### The metal 1 layer, run 1

Supply wires on this layer in gray.
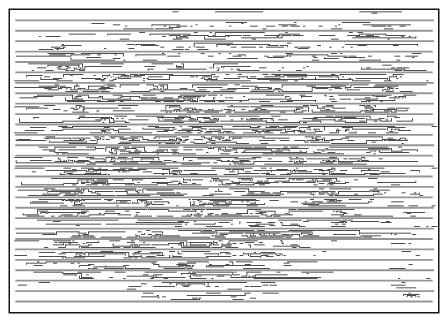
### The metal 2 layer, run 1

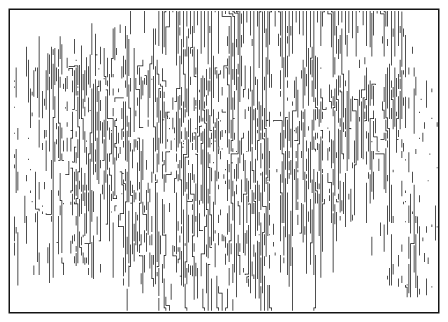
### Metal 3, run 1

The bar under the picture is 20 microns long.
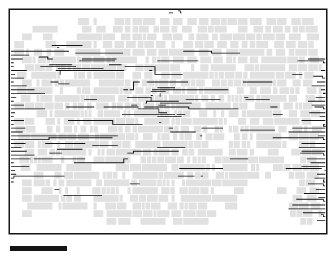
### Metal 4, run 1

Supply wires on this layer in gray.
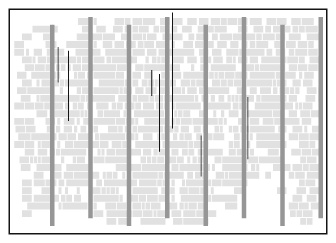
--- src/rtl/if_pkg.sv ---
// Shared types and constants for the instruction-fetch stage.
// Latency: n/a (package only).
// Backpressure: n/a (package only).
package if_pkg;

  typedef enum logic [1:0] {
    IDLE = 2'd0,
    WAIT = 2'd1,
    BUF  = 2'd2
  } if_state_t;

  // Bubble instruction: sll $0,$0,0
  localparam logic [31:0] IF_NOP      = 32'h0000_0000;
  localparam logic [31:0] IF_PC_INC   = 32'd4;
  localparam logic [31:0] IF_RESET_PC = 32'h0000_0000;

  // Word-align a fetch address; the two low bits carry no meaning.
  function automatic logic [31:0] if_align(input logic [31:0] addr);
    return addr & 32'hFFFF_FFFC;
  endfunction

endpackage

--- src/rtl/if_fetch_unit_skid.sv ---
// One-entry holding register for an instruction word acked while IF/ID is stalled.
// Latency: a word loaded on one edge is readable from the next cycle on.
// Backpressure: none of its own; clear wins over load, load overwrites.
module if_skid_buf
  import if_pkg::*;
(
  input  logic        clk,
  input  logic        reset,
  input  logic        load,
  input  logic        clear,
  input  logic [31:0] load_ir,
  input  logic [31:0] load_pc4,
  output logic [31:0] ir,
  output logic [31:0] pc4,
  output logic        valid
);

  // Capture the stalled instruction; drop it once consumed or flushed.
  always_ff @(posedge clk or negedge reset) begin
    if (!reset) begin
      ir    <= IF_NOP;
      pc4   <= 32'h0;
      valid <= 1'b0;
    end else if (clear) begin
      valid <= 1'b0;
    end else if (load) begin
      ir    <= load_ir;
      pc4   <= load_pc4;
      valid <= 1'b1;
    end
  end

endmodule

--- src/rtl/if_fetch_unit.sv ---
// Instruction fetch: owns the PC, one outstanding imem request, feeds IF/ID (IF_FETCH_BUF_EN adds a stall buffer).
// Latency: 0 cycles from imem_ack to IR/PC_plus_4; 1 instr/cycle back-to-back on zero-wait memory.
// Backpressure: stall holds the PC; an ack under stall is buffered (IF_FETCH_BUF_EN) or dropped and refetched.
module if_fetch_unit
  import if_pkg::*;
#(
  parameter logic [31:0] RESET_PC = IF_RESET_PC
)
(
  input  logic        clk,
  input  logic        reset,
  input  logic        stall,
  input  logic        redirect,
  input  logic [31:0] redirect_target,
  output logic        imem_req,
  output logic [31:0] imem_addr,
  input  logic        imem_ack,
  input  logic [31:0] imem_rdata,
  output logic [31:0] IR,
  output logic [31:0] PC_plus_4,
  output logic        fetch_valid
);

  if_state_t   state;
  logic [31:0] pc;
  logic [31:0] pend_pc;
  logic        discard;

  logic [31:0] pc_inc;
  logic [31:0] tgt;
  logic        wait_take;

  assign pc_inc = pc + IF_PC_INC;
  assign tgt    = if_align(redirect_target);

  // An ack is deliverable only if nothing flushes or holds it this cycle.
  assign wait_take = (state == WAIT) && imem_ack && !discard && !redirect && !stall;

  // The request is a pure decode of registered state, so it is glitch-free.
  assign imem_req  = (state == WAIT);
  assign imem_addr = pc;

`ifdef IF_FETCH_BUF_EN
  logic [31:0] buf_ir;
  logic [31:0] buf_pc4;
  logic        buf_vld;
  logic        buf_take;
  logic        wait_hold;

  assign wait_hold = (state == WAIT) && imem_ack && !discard && !redirect && stall;
  assign buf_take  = (state == BUF) && buf_vld && !stall && !redirect;

  if_skid_buf u_skid_buf (
    .clk      (clk),
    .reset    (reset),
    .load     (wait_hold),
    .clear    ((state == BUF) && (redirect || !stall)),
    .load_ir  (imem_rdata),
    .load_pc4 (pc_inc),
    .ir       (buf_ir),
    .pc4      (buf_pc4),
    .valid    (buf_vld)
  );
`endif

  // IF/ID payload: live memory data, the buffered word, or a bubble.
  always_comb begin
    IR          = IF_NOP;
    PC_plus_4   = 32'h0;
    fetch_valid = 1'b0;
    if (wait_take) begin
      IR          = imem_rdata;
      PC_plus_4   = pc_inc;
      fetch_valid = 1'b1;
    end
`ifdef IF_FETCH_BUF_EN
    else if (buf_take) begin
      IR          = buf_ir;
      PC_plus_4   = buf_pc4;
      fetch_valid = 1'b1;
    end
`endif
  end

  // Fetch sequencing: redirect beats stall beats advance; a request in flight is never abandoned.
  always_ff @(posedge clk or negedge reset) begin
    if (!reset) begin
      state   <= IDLE;
      pc      <= RESET_PC;
      pend_pc <= RESET_PC;
      discard <= 1'b0;
    end else begin
      case (state)
        IDLE: begin
          if (redirect) begin
            pc <= tgt;
          end else if (!stall) begin
            state <= WAIT;
          end
        end
        WAIT: begin
          if (imem_ack) begin
            if (redirect) begin
              // Live target is newer than anything parked in pend_pc.
              pc      <= tgt;
              discard <= 1'b0;
              state   <= IDLE;
            end else if (discard) begin
              pc      <= pend_pc;
              discard <= 1'b0;
              state   <= IDLE;
            end else if (stall) begin
`ifdef IF_FETCH_BUF_EN
              state <= BUF;
`else
              // Data is dropped; pc is kept so the same word is refetched.
              state <= IDLE;
`endif
            end else begin
              pc <= pc_inc;
            end
          end else if (redirect) begin
            // Remember the target and throw away the in-flight word when it lands.
            discard <= 1'b1;
            pend_pc <= tgt;
          end
        end
`ifdef IF_FETCH_BUF_EN
        BUF: begin
          if (redirect) begin
            pc    <= tgt;
            state <= IDLE;
          end else if (!stall) begin
            pc    <= pc_inc;
            state <= IDLE;
          end
        end
`endif
        default: state <= IDLE;
      endcase
    end
  end

endmodule

--- config.mk ---
export PLATFORM = sky130hd
export DESIGN_NAME = if_fetch_unit
export DESIGN_NICKNAME = d
export VERILOG_FILES = /design/src/rtl/if_pkg.sv /design/src/rtl/if_fetch_unit_skid.sv /design/src/rtl/if_fetch_unit.sv
export SDC_FILE = /design/constraint.sdc
export NUM_CORES = 1
export LEC_CHECK = 0
export CAP_MARGIN = 30
export CORE_ASPECT_RATIO = 0.7
export CORE_UTILIZATION = 47
export CTS_CLUSTER_SIZE = 30
export DETAILED_ROUTE_END_ITERATION = 12
export PLACE_DENSITY = 0.87
export RECOVER_POWER = 25
export SLEW_MARGIN = 20
export SYNTH_ARGS = -nofsm -noshare
export SYNTH_HDL_FRONTEND = slang
export SYNTH_SLANG_ARGS = --single-unit
--- constraint.sdc ---
create_clock -name clk -period 4.8 [get_ports clk]
set_input_delay 1.44 -clock clk [delete_from_list [all_inputs] [get_ports clk]]
set_output_delay 1.44 -clock clk [all_outputs]
set_load 0.01 [all_outputs]
==> results_slide.txt, run 1 <==
Flow Results at a Glance

CTS
  – CTS root buf: clkbuf_16
  – Postcts setup bufs: 0
  – Clock latency on the worst-skew pair: around 0.33 ns
  – CTS tree: built
  – CTS Sinks: ~62
  – Clock transition at the registers of the reported paths: approximately 0.05 ns
  – H-tree levels: 3

Hold path
  – Hold Path Sink: pend_pc[22]$_DFFE_PN0P_
  – Worst hold path stage count: 1
  – Hold Crit Class: reg2reg
  – Worst Min Path Start: pend_pc[22]$_DFFE_PN0P_

Flow run
  – Tool warning count: 29
  – Max-cap viol count: 1

Synth
  – Top cells by count: dfrtp_1 (62), nor2_1 (55), and2_1 (34)
  – Mapped Avg Cell Area: ~9 sq um
  – Yosys warns: 0
  – Top cells by area: dfrtp_1 (39%), mux2_2 (8.5%), and2_1 (5.4%)
  – Count leader, synth: dfrtp_1
  – Yosys cell count: roughly 440

Die
  – Core area: about 8000 sq um
  – Die Height: slightly below 80 microns
  – Die ar.: 8820 sq um
  – Row count: 27

Outcome
  – Failing checks: design-rule violations, max-capacitance violations, max-slew violations
  – Outcome: complete, but fails checks

Routing
  – DR vias: 4184
  – 1st-pass router iterations: 11
  – Met1 WL: 5.54 mm
  – WL met2: approximately 6.4 mm
  – Residual DRC count: 10
  – Top routing layer used: met4
  – Metal3 WL: ~1.1 mm
  – Initial DRC Count: between 400 and 500

Setup path
  – Buffer and inverter count on the worst path: 3
  – Critical Path RT: 3.36 ns
  – Crit. End Element: output pin
  – RR Startpoint: imem_addr[2]$_DFFE_PN0P_
  – R2R Setup Slk: 2.50 ns
  – Most used cell, CP: clkdlybuf4s50_1
  – Setup crit start: redirect
  – Levels on crit path: 6
  – Critical path's slowest cell: clkdlybuf4s50_1
  – Reg2reg path depth: 6
  – Worst Path Max Fanout: 16
  – CP endpoint: PC_plus_4[21]
  – Cells along the critical path: clkdlybuf4s50_1 > nor2b_2 > nand4_1 > buf_4 > nor2_1 > clkdlybuf4s50_1
  – Setup crit start kind: primary input

Cells and area
  – Antenna diodes: 0
  – Layout cells sized above 1: 0.121
  – Area Growth Syn to Fin: 52.9%
  – Most instantiated logic cells after routing: clkdlybuf4s50_1 (137), dfrtp_1 (62), nor2_1 (54), and2_1 (34), nand2_1 (33)
  – FILL cells: between 500 and 600
  – Most frequent logic cell in the layout: clkdlybuf4s50_1

Placement
  – Pre-CTS setup slack: between 0.04 and 0.05 ns
  – Number of buffers added on ports: approximately 160
  – Placer Congestion: between 0.8 and 0.9
  – Final HPWL DP: 9.23 mm

STA
  – Final hold vios: 0
  – Worst slew pin tran: between 1.5 and 2 ns
  – Finish-stage setup viols: 0
  – PnR worst setup slack: around 0.035 ns
  – Max Slew Vio Count: 32
  – Cycle use final: 0.993

Global route
  – Vias in the first global route: 4064
  – Global route total overflow: 0

Power
  – Pleak: 2.77 nW
About 'The metal 1 layer':
share of all routed wire: 42%
wire length on this layer: 5540 microns

About 'The metal 2 layer':
share of all routed wire: 48%
nets with wire on the layer: 598
main direction: vertical
wire length on this layer: 6370 microns

About 'Metal 3':
nets with wire on the layer: 122
wire length on this layer: 1120 microns
main direction: horizontal

About 'Metal 4':
nets with wire on the layer: 7
main direction: vertical
wire length on this layer: 150 microns
longest straight run: 40.8 microns

## run 1: layout make-up
type	instances	area (sq um)	area share
inverters	4	15.0	0.00248
multi-input cells	346	2280	0.376
clock buffers	12	246	0.0407
clock inverters	4	70.1	0.0116
flip-flops and latches	62	1550	0.256
well taps	101	126	0.0208
repair buffers	175	1780	0.293
## run 1: where the power goes
group	internal [mW]	leakage, nW	switching, mW
clock network	0.467	0.157	0.227
registers	0.657	0.751	0.162
logic	0.352	1.87	0.296
## run 1: registers in the layout, indices dropped and copies added, names as in the netlist
name       flops
state          1
discard        1
imem_addr     30
pend_pc       30
## run 1: logic make-up after synthesis
| family | Yosys count | synth area share |
|---|---|---|
| xor+xnor | 26 | 0.0574 |
| fa+ha+maj | 1 | 0.00315 |
| mux | 37 | 0.103 |
| other cells | 1 | 0.000945 |
| flops | 62 | 0.391 |
| compound gates | 92 | 0.155 |
| buf+inv | 35 | 0.0385 |
| simple gates | 186 | 0.251 |
## run 1: worst reg2reg max path, delay by kind of cell, from the launching register on
family,cells,cell delay [ns]
flops,1,0.45
simple gates,5,1.50
fa+ha+maj,1,0.29
## run 1: metal layers
| metal | track usage | vias to the layer above |
|---|---|---|
| met2 | 0.488 | 213 |
| met1 | 0.394 | 2067 |
| met5 | 0 | - |
| met3 | 0.0901 | 16 |
| li1 | - | 1888 |
| met4 | 0.0851 | 0 |
## run 1: stage by stage
step | hold slack [ns] | instance area, sq um | util | setup TNS, ns
2_1_floorplan | 0.474 | 3980 | - | 0
3_3_place_gp | 0.485 | 5670 | 0.709 | 0
3_5_place_dp | 0.494 | 5700 | 0.711 | 0
4_1_cts | 0.506 | 6010 | 0.751 | 0
5_1_grt | 0.511 | 6060 | 0.757 | -0.549
6_report | 0.506 | 6060 | 0.757 | 0
## Run 2: what changed since run 1
--- a/config.mk
+++ b/config.mk
@@ -8,7 +8,7 @@
 export CAP_MARGIN = 30
 export CORE_ASPECT_RATIO = 0.7
 export CORE_UTILIZATION = 47
-export CTS_CLUSTER_SIZE = 30
+export CTS_CLUSTER_SIZE = 20
 export DETAILED_ROUTE_END_ITERATION = 12
 export PLACE_DENSITY = 0.87
 export RECOVER_POWER = 25
==> run 2 against run 1 <==
  * The run still ends with design-rule violations, max-capacitance violations, max-slew violations left
  * Clock skew stayed put
  * Setup slack stayed put
  * Global-route usage stayed put
  * Critical path depth stayed put
  * Register-to-register slack hardly changed
  * Critical path type unchanged
  * Largest cell class unchanged
==> results_slide.txt, run 2 <==
Flow Results at a Glance

Synth
  – Count leader, synth: dfrtp_1 (unchanged)
  – Cell type with the largest total area: dfrtp_1 (unchanged)
  – Number of enable flip-flop cells: 0 (unchanged)
  – Post-synth cell types: 57 (unchanged)
  – Top cells by count: dfrtp_1 (62), nor2_1 (55), and2_1 (34) (unchanged)
  – Yosys stat area: 3970 sq um (unchanged)
  – Yosys warns: 0 (unchanged)
  – Yosys cell count: 440 (unchanged)
  – Syn Inst Count: 440 (unchanged)
  – Yosys top cell area share: 0.391 (unchanged)
  – Synthesized registers: 62 (unchanged)
  – Synth Seq Share: 0.391 (unchanged)
  – Mapped cell area: 3970 sq um (unchanged)
  – Mapped Avg Cell Area: 9.01 sq um (unchanged)
  – Top cells by area: dfrtp_1 (39%), mux2_2 (8.5%), and2_1 (5.4%) (unchanged)
  – Most common reg cell: dfrtp_1 (unchanged)
  – Async set-reset flop share out of synthesis: 1.00 (unchanged)

Routing
  – Post-DRT Antenna Nets: 0 (unchanged)
  – Residual DRC count: 10 (unchanged)
  – Via-to-Cell Ratio: 5.94 (unchanged)
  – 1st-pass router iterations: 11 (unchanged)
  – WL/cell: 18.7 microns (unchanged)
  – DRT Wirelength: 13.2 mm (unchanged)
  – Initial DRC Count: 412 (unchanged)
  – DR vias: 4184 (unchanged)

Setup path
  – Setup crit start kind: primary input (unchanged)
  – Reg2reg path depth: 6 (unchanged)
  – Crit path DAT: 3.33 ns (about the same)
  – Buffer and inverter count on the worst path: 3 (unchanged)
  – RR Startpoint: imem_addr[2]$_DFFE_PN0P_ (unchanged)
  – Crit-path max cell delay: 0.59 ns (about the same)
  – Critical Path RT: 3.36 ns (about the same)
  – Critical path's slowest cell: clkdlybuf4s50_1 (unchanged)
  – Levels on crit path: 6 (unchanged)
  – Most used cell, CP: clkdlybuf4s50_1 (unchanged)
  – Crit. End Element: output pin (unchanged)
  – Crit path kind: in2out (unchanged)
  – Worst Path Max Fanout: 16 (unchanged)
  – Cells along the critical path: clkdlybuf4s50_1 > nor2b_2 > nand4_1 > buf_4 > nor2_1 > clkdlybuf4s50_1 (unchanged)
  – Top delay family on crit path: buffers and inverters (unchanged)
  – Setup crit start: redirect (unchanged)

STA
  – Final hold vios: 0 (unchanged)
  – Hold WS: 0.506 ns (unchanged)
  – Fin crit period: 4.77 ns (unchanged)
  – Unrepaired setup endpoints after global routing: yes (unchanged)
  – Max Slew Vio Count: 32 (unchanged)
  – Finish-stage setup viols: 0 (unchanged)
  – Fmax: 210 MHz (unchanged)
  – PnR worst setup slack: 0.0346 ns (unchanged)
  – Slew headroom: -0.193 (unchanged)
  – Cycle use final: 0.993 (unchanged)
  – Clock skew: 0.00602 ns (unchanged)
  – Final setup TNS: 0 ns (unchanged)
  – Worst slew pin tran: 1.79 ns (unchanged)

Global route
  – First-pass GRT wire length: 20.8 mm (unchanged)
  – Vias in the first global route: 4064 (unchanged)
  – Initial antenna violation count: 0 (unchanged)
  – Met2 GRT Util: 0.488 (unchanged)
  – Gr busiest metal: met2 (unchanged)
  – Met3 Usage GRT: 0.0901 (unchanged)
  – Met1 Track Usage GR: 0.394 (unchanged)
  – Global route total overflow: 0 (unchanged)
  – Largest net degree at the start of global routing: 37 (unchanged)
  – Tot GR Track Use: 0.302 (unchanged)

Power
  – Tot Pwr: 2.16 mW (unchanged)
  – Pwr dens: 356 nW/um^2 (unchanged)
  – Pleak: 2.77 nW (unchanged)
  – VDD IR max: 0.187 mV (unchanged)

Cells and area
  – Layout cells sized above 1: 0.121 (unchanged)
  – Most frequent logic cell in the layout: clkdlybuf4s50_1 (unchanged)
  – Logic area: 2280 sq um (unchanged)
  – Design area: 6060 sq um (unchanged)
  – FILL cells: 537 (unchanged)
  – Final Non-Filler Cells: 704 (unchanged)
  – Layout Nets: 668 (unchanged)
  – Area Growth Syn to Fin: 52.9% (unchanged)
  – Final Util: 0.757 (unchanged)
  – Register Area: 1550 sq um (unchanged)
  – Antenna diodes: 0 (unchanged)
  – Most instantiated logic cells after routing: clkdlybuf4s50_1 (137), dfrtp_1 (62), nor2_1 (54), and2_1 (34), nand2_1 (33) (unchanged)

Outcome
  – Failing checks: design-rule violations, max-capacitance violations, max-slew violations (unchanged)
  – Outcome: complete, but fails checks (unchanged)

Placement
  – Placed Area: 5700 sq um (unchanged)
  – Placer Congestion: 0.871 (unchanged)
  – Number of buffers added on ports: 160 (unchanged)
  – Placed cell count: 687 (unchanged)
  – Final HPWL DP: 9.23 mm (unchanged)
  – Pre-CTS setup slack: 0.0468 ns (unchanged)

CTS
  – H-tree levels: 3 (unchanged)
  – CTS tree: built (unchanged)
  – CTS root buf: clkbuf_16 (unchanged)
  – Clock latency on the worst-skew pair: 0.33 ns (about the same)
  – Num CTS Buffers: 9 (unchanged)
  – Clock transition at the registers of the reported paths: 0.05 ns (about the same)
  – Cts hold-fix bufs: 0 (unchanged)
  – Clock Tree Buf Depth: 2 (unchanged)
  – CTS Sinks: 62 (unchanged)

Flow run
  – Max-cap viol count: 1 (unchanged)
  – Tool warning count: 29 (unchanged)

Die
  – I/O pin total: 167 (unchanged)
  – Die Width: 112 microns (unchanged)
  – Core Util at FP: 0.495 (unchanged)
  – Die Height: 78.9 microns (unchanged)
  – Die ar.: 8820 sq um (unchanged)
  – Core area: 8010 sq um (unchanged)
  – Row count: 27 (unchanged)

Hold path
  – Worst hold path stage count: 1 (unchanged)
  – Worst Min Path Start: pend_pc[22]$_DFFE_PN0P_ (unchanged)
  – Hold Crit Class: reg2reg (unchanged)
==> run 2: cell counts in the layout (fill, tap and decap cells not counted) <==
Identical to the previous run, type by type.
==> run 2: kinds of logic (layout without fill, tap and decap cells) <==
logic type	after synthesis	after routing	synth area share
buffers and inverters	35	195	0.0385
AOI/OAI and AO/OA	92	92	0.155
DFF	62	62	0.391
other	1	4	0.000945
adders and majority gates	1	1	0.00315
and+or+nand+nor	186	186	0.251
muxes	37	37	0.103
xor gates and xnor gates	26	26	0.0574
==> run 2: path summary, 6_finish.rpt <==
| path | end | slack [ns] |
|---|---|---|
| worst min register to register | pend_pc[22]$_DFFE_PN0P_ | 0.51 |
| worst max register to register | imem_addr[28]$_DFFE_PN0P_ | 2.50 |
| min in group asynchronous | pend_pc[13]$_DFFE_PN0P_ | 1.23 |
| max in group asynchronous | imem_addr[2]$_DFFE_PN0P_ | 1.40 |
| worst min-delay path | pend_pc[22]$_DFFE_PN0P_ | 0.51 |
| worst max-delay path | PC_plus_4[21] | 0.03 |
==> run 2: timing repair <==
action	4_1_cts	5_1_grt
endpoints found under the setup margin	0	36
resized	0	26
endpoints found under the hold margin	0	0
buffers inserted	0	1
==> run 2: per-layer routing <==
metal  share of wire  up-vias
li1                -     1888
met1            0.42     2067
met2            0.48      213
met3           0.085       16
met4           0.011        0
met5               0        -
==> run 2: where the power goes <==
part / internal, mW / switching (mW)
clock network: 0.467 / 0.227
registers: 0.657 / 0.162
logic: 0.352 / 0.296
total: 1.48 / 0.685
==> run 2: cell type report <==
class,count,area share
clock buffers,12,0.0407
repair buffers,175,0.293
well taps,101,0.0208
inverters,4,0.00248
clock inverters,4,0.0116
multi-input cells,346,0.376
flip-flops and latches,62,0.256
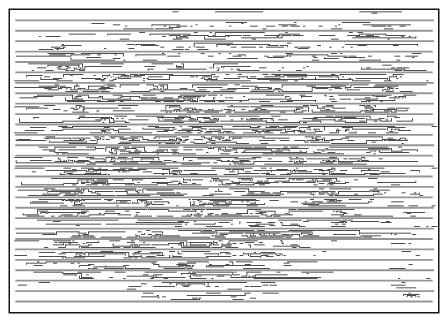
*The metal 1 layer, run 2*
Supply wires on this layer in gray.
longest straight run: 29.9 microns
wire length on this layer: 5540 microns
main direction: horizontal
share of all routed wire: 42%

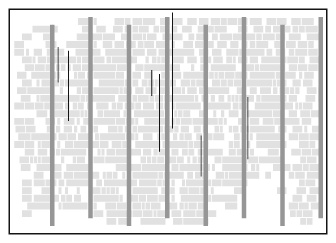
*Metal 4, run 2*
Supply wires on this layer in gray.
wire length on this layer: 150 microns
main direction: vertical
nets with wire on the layer: 7

Power figures rest on the tool's default switching activity, not on a simulated workload.
